--- config.mk ---
export PLATFORM = sky130hd
export DESIGN_NAME = hwpe_stream_mux_arbiter
export DESIGN_NICKNAME = d
export VERILOG_FILES = /design/src/rtl/hwpe_stream_mux_arbiter.sv
export SDC_FILE = /design/constraint.sdc
export NUM_CORES = 1
export LEC_CHECK = 0
export CORE_MARGIN = 10
export CORE_UTILIZATION = 43
export CTS_CLUSTER_SIZE = 28
export DETAILED_ROUTE_END_ITERATION = 8
export HOLD_SLACK_MARGIN = 0.05
export PLACE_DENSITY = 0.8
export SYNTH_ARGS = -nofsm -noshare
export SYNTH_HDL_FRONTEND = slang
export SYNTH_SLANG_ARGS = --single-unit
export TNS_END_PERCENT = 1
--- constraint.sdc ---
create_clock -name clk_i -period 1.9 [get_ports clk_i]
set_clock_uncertainty 0.1 [all_clocks]
set_input_delay 0.38 -clock clk_i [delete_from_list [all_inputs] [get_ports clk_i]]
set_output_delay 0.38 -clock clk_i [all_outputs]
set_load 0.02 [all_outputs]
--- src/rtl/hwpe_stream_mux_arbiter.sv ---
// Burst-locking round-robin arbiter that drives the select of a static two-input stream mux.
// A grant holds the mux on one input until the latched number of beats has passed.
module hwpe_stream_mux_arbiter #(
  parameter int unsigned BURST_WIDTH = 8
) (
  input  logic                   clk_i,
  input  logic                   rst_ni,
  input  logic                   clear_i,
  input  logic                   enable_i,
  input  logic [BURST_WIDTH-1:0] burst_len_i,
  input  logic                   req_0_i,
  input  logic                   req_1_i,
  input  logic                   pop_valid_i,
  input  logic                   pop_ready_i,
  output logic                   sel_o,
  output logic                   locked_o,
  output logic [BURST_WIDTH-1:0] beat_cnt_o,
  output logic                   burst_done_o
);

  localparam logic IDLE = 1'b0;
  localparam logic LOCK = 1'b1;

  logic                   state_q, state_d;
  logic                   sel_q, sel_d;
  logic                   last_grant_q, last_grant_d;
  logic                   burst_done_q, burst_done_d;
  logic [BURST_WIDTH-1:0] beat_cnt_q, beat_cnt_d;
  logic [BURST_WIDTH-1:0] len_q, len_d;

  logic beat, last_beat, grant_idx;

  assign beat      = (state_q == LOCK) && pop_valid_i && pop_ready_i;
  assign last_beat = beat && (beat_cnt_q == len_q - BURST_WIDTH'(1));
  // Under contention the input that did not win last time gets the mux.
  assign grant_idx = (req_0_i && req_1_i) ? ~last_grant_q : req_1_i;

  always_comb begin
    state_d      = state_q;
    sel_d        = sel_q;
    last_grant_d = last_grant_q;
    beat_cnt_d   = beat_cnt_q;
    len_d        = len_q;
    burst_done_d = 1'b0;
    if (clear_i) begin
      state_d      = IDLE;
      sel_d        = 1'b0;
      beat_cnt_d   = '0;
      last_grant_d = 1'b1;
    end else begin
      case (state_q)
        IDLE: begin
          if (enable_i && (req_0_i || req_1_i)) begin
            state_d      = LOCK;
            sel_d        = grant_idx;
            last_grant_d = grant_idx;
            beat_cnt_d   = '0;
            len_d        = (burst_len_i == '0) ? BURST_WIDTH'(1) : burst_len_i;
          end
        end
        default: begin
          // Count reaches len_q on the final beat; len_q <= 2^W-1 so it cannot wrap.
          if (beat) beat_cnt_d = beat_cnt_q + BURST_WIDTH'(1);
          if (last_beat) begin
            state_d      = IDLE;
            burst_done_d = 1'b1;
          end
        end
      endcase
    end
  end

  always_ff @(posedge clk_i) begin
    if (!rst_ni) begin
      state_q      <= IDLE;
      sel_q        <= 1'b0;
      last_grant_q <= 1'b1;
      beat_cnt_q   <= '0;
      len_q        <= BURST_WIDTH'(1);
      burst_done_q <= 1'b0;
    end else begin
      state_q      <= state_d;
      sel_q        <= sel_d;
      last_grant_q <= last_grant_d;
      beat_cnt_q   <= beat_cnt_d;
      len_q        <= len_d;
      burst_done_q <= burst_done_d;
    end
  end

  assign sel_o        = sel_q;
  assign locked_o     = state_q;
  assign beat_cnt_o   = beat_cnt_q;
  assign burst_done_o = burst_done_q;

endmodule

### Pin map

Pins as bars across the die edge, other pins in gray.
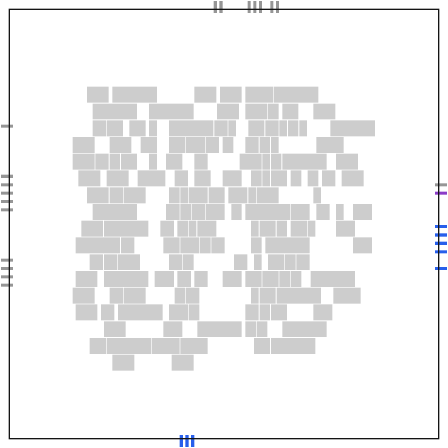
Key: purple = pop_ready_i [pins 1, direction input, edge right]; blue = beat_cnt_o [pins 8, direction output, edge 5 right, 3 bottom]
All pins by edge: 10 left, 7 right, 7 top, 3 bottom.

### Routed clock nets over the placement

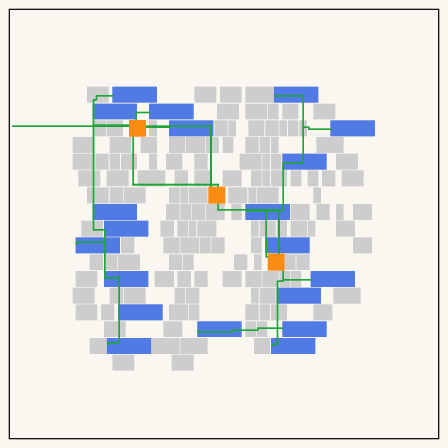
Key: green = clock wires [length 244 microns]; orange = clock-net drivers [count 3]; blue = flip-flops [count 20]
There are 4 routed clock nets.

### Placed cells, one color a class

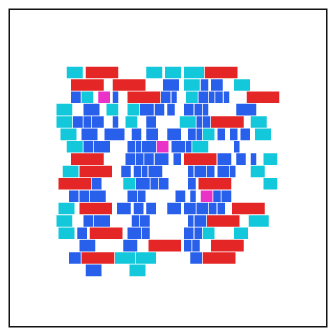
Key: magenta = clock-net drivers [cells 3]; red = registers [cells 20]; cyan = remaining buffers and delay cells [cells 34]; blue = remaining logic cells [cells 101]

### Routing congestion

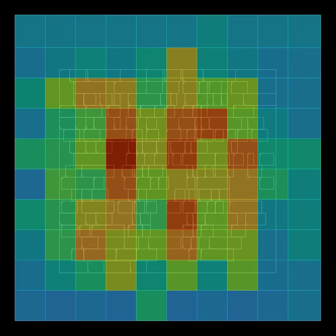
met2 demand-to-capacity share in global routing: 20.2%
average detailed-routed wire length per instance: 14.1 microns
global routing's busiest layer: met2

### Routed metal, one color a layer

Two of the layers only.
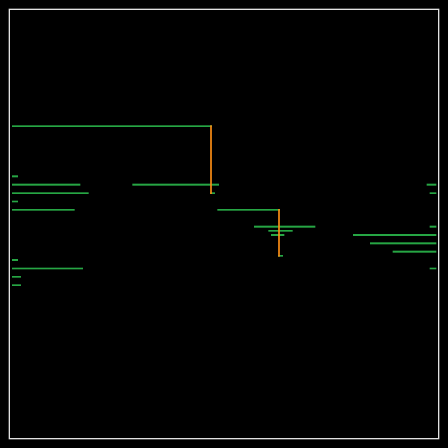
Key: green = M3 [wire length 154 microns]; orange = M4 [wire length 18.4 microns]

==> flow_summary.rst <==
Metrics
=======

.. list-table::
   :header-rows: 1

   * - Metric
     - Value
   * - Top cell category
     - multi-input combinational cells
   * - MI comb area
     - 628 sq um
   * - Clock buffer cells
     - 3
   * - List of cells traversed by the critical path
     - clkdlybuf4s50_1
   * - Worst R2R Setup Slack
     - ~0.08 ns
   * - Relative contribution of combinational cells to total power
     - between 15 and 20%
   * - Critical Path Sink
     - beat_cnt_o[7]
   * - Largest delay contributor family on the critical path
     - buffers and inverters
   * - Number of buffers inserted by port buffering
     - 26
   * - Inverter count of the layout excluding clock inverters
     - 4
   * - Outcome
     - finished, final reports clean
   * - Proportion of cell area occupied by registers
     - 28.1%
   * - Synthesized cell area
     - 1050 sq um
   * - Worst Setup End Kind
     - output port
   * - Maximum fanout count along the critical path
     - 4
   * - Post-Syn Area per Cell
     - 8.65 sq um
   * - Via count of the first global-routing pass
     - 1020
   * - Post-detailed-placement cell area
     - between 1000 and 1500 sq um
   * - Ranking of synthesized cells by instance count
     - dfxtp_1, a21oi_1, nor2b_1, nand2_1, mux2i_1
   * - Reg area
     - 400 sq um
   * - Endpoint of the worst register-to-register path
     - locked_o
   * - Number of design-rule violations left by the first detailed-router iteration
     - 40
   * - Synth logic family
     - simple AND/OR/NAND/NOR gates
   * - Cell type with the highest aggregate area in the netlist
     - dfxtp_1
   * - Critical path data required time
     - 1.42 ns
   * - Post-CTS Resized
     - 4
   * - Clock sink total
     - 20
   * - Pwr/cell area
     - 547 nW/um^2
   * - Tool warnings
     - 26
   * - Vertical die size
     - 69.5 microns
   * - Maximum clock rate
     - 0.544 GHz
   * - Total instance count after detailed placement
     - 183
   * - Clock tree from TritonCTS
     - done
   * - Origin of the worst min-delay path
     - sel_o
   * - Type of the worst setup path
     - reg2out
   * - Highest-delay cell along the critical path
     - clkdlybuf4s50_1
   * - Max incr delay on CP
     - 0.64 ns
   * - Boundary Pins
     - 27
Power figures rest on the tool's default switching activity, not on a simulated workload.
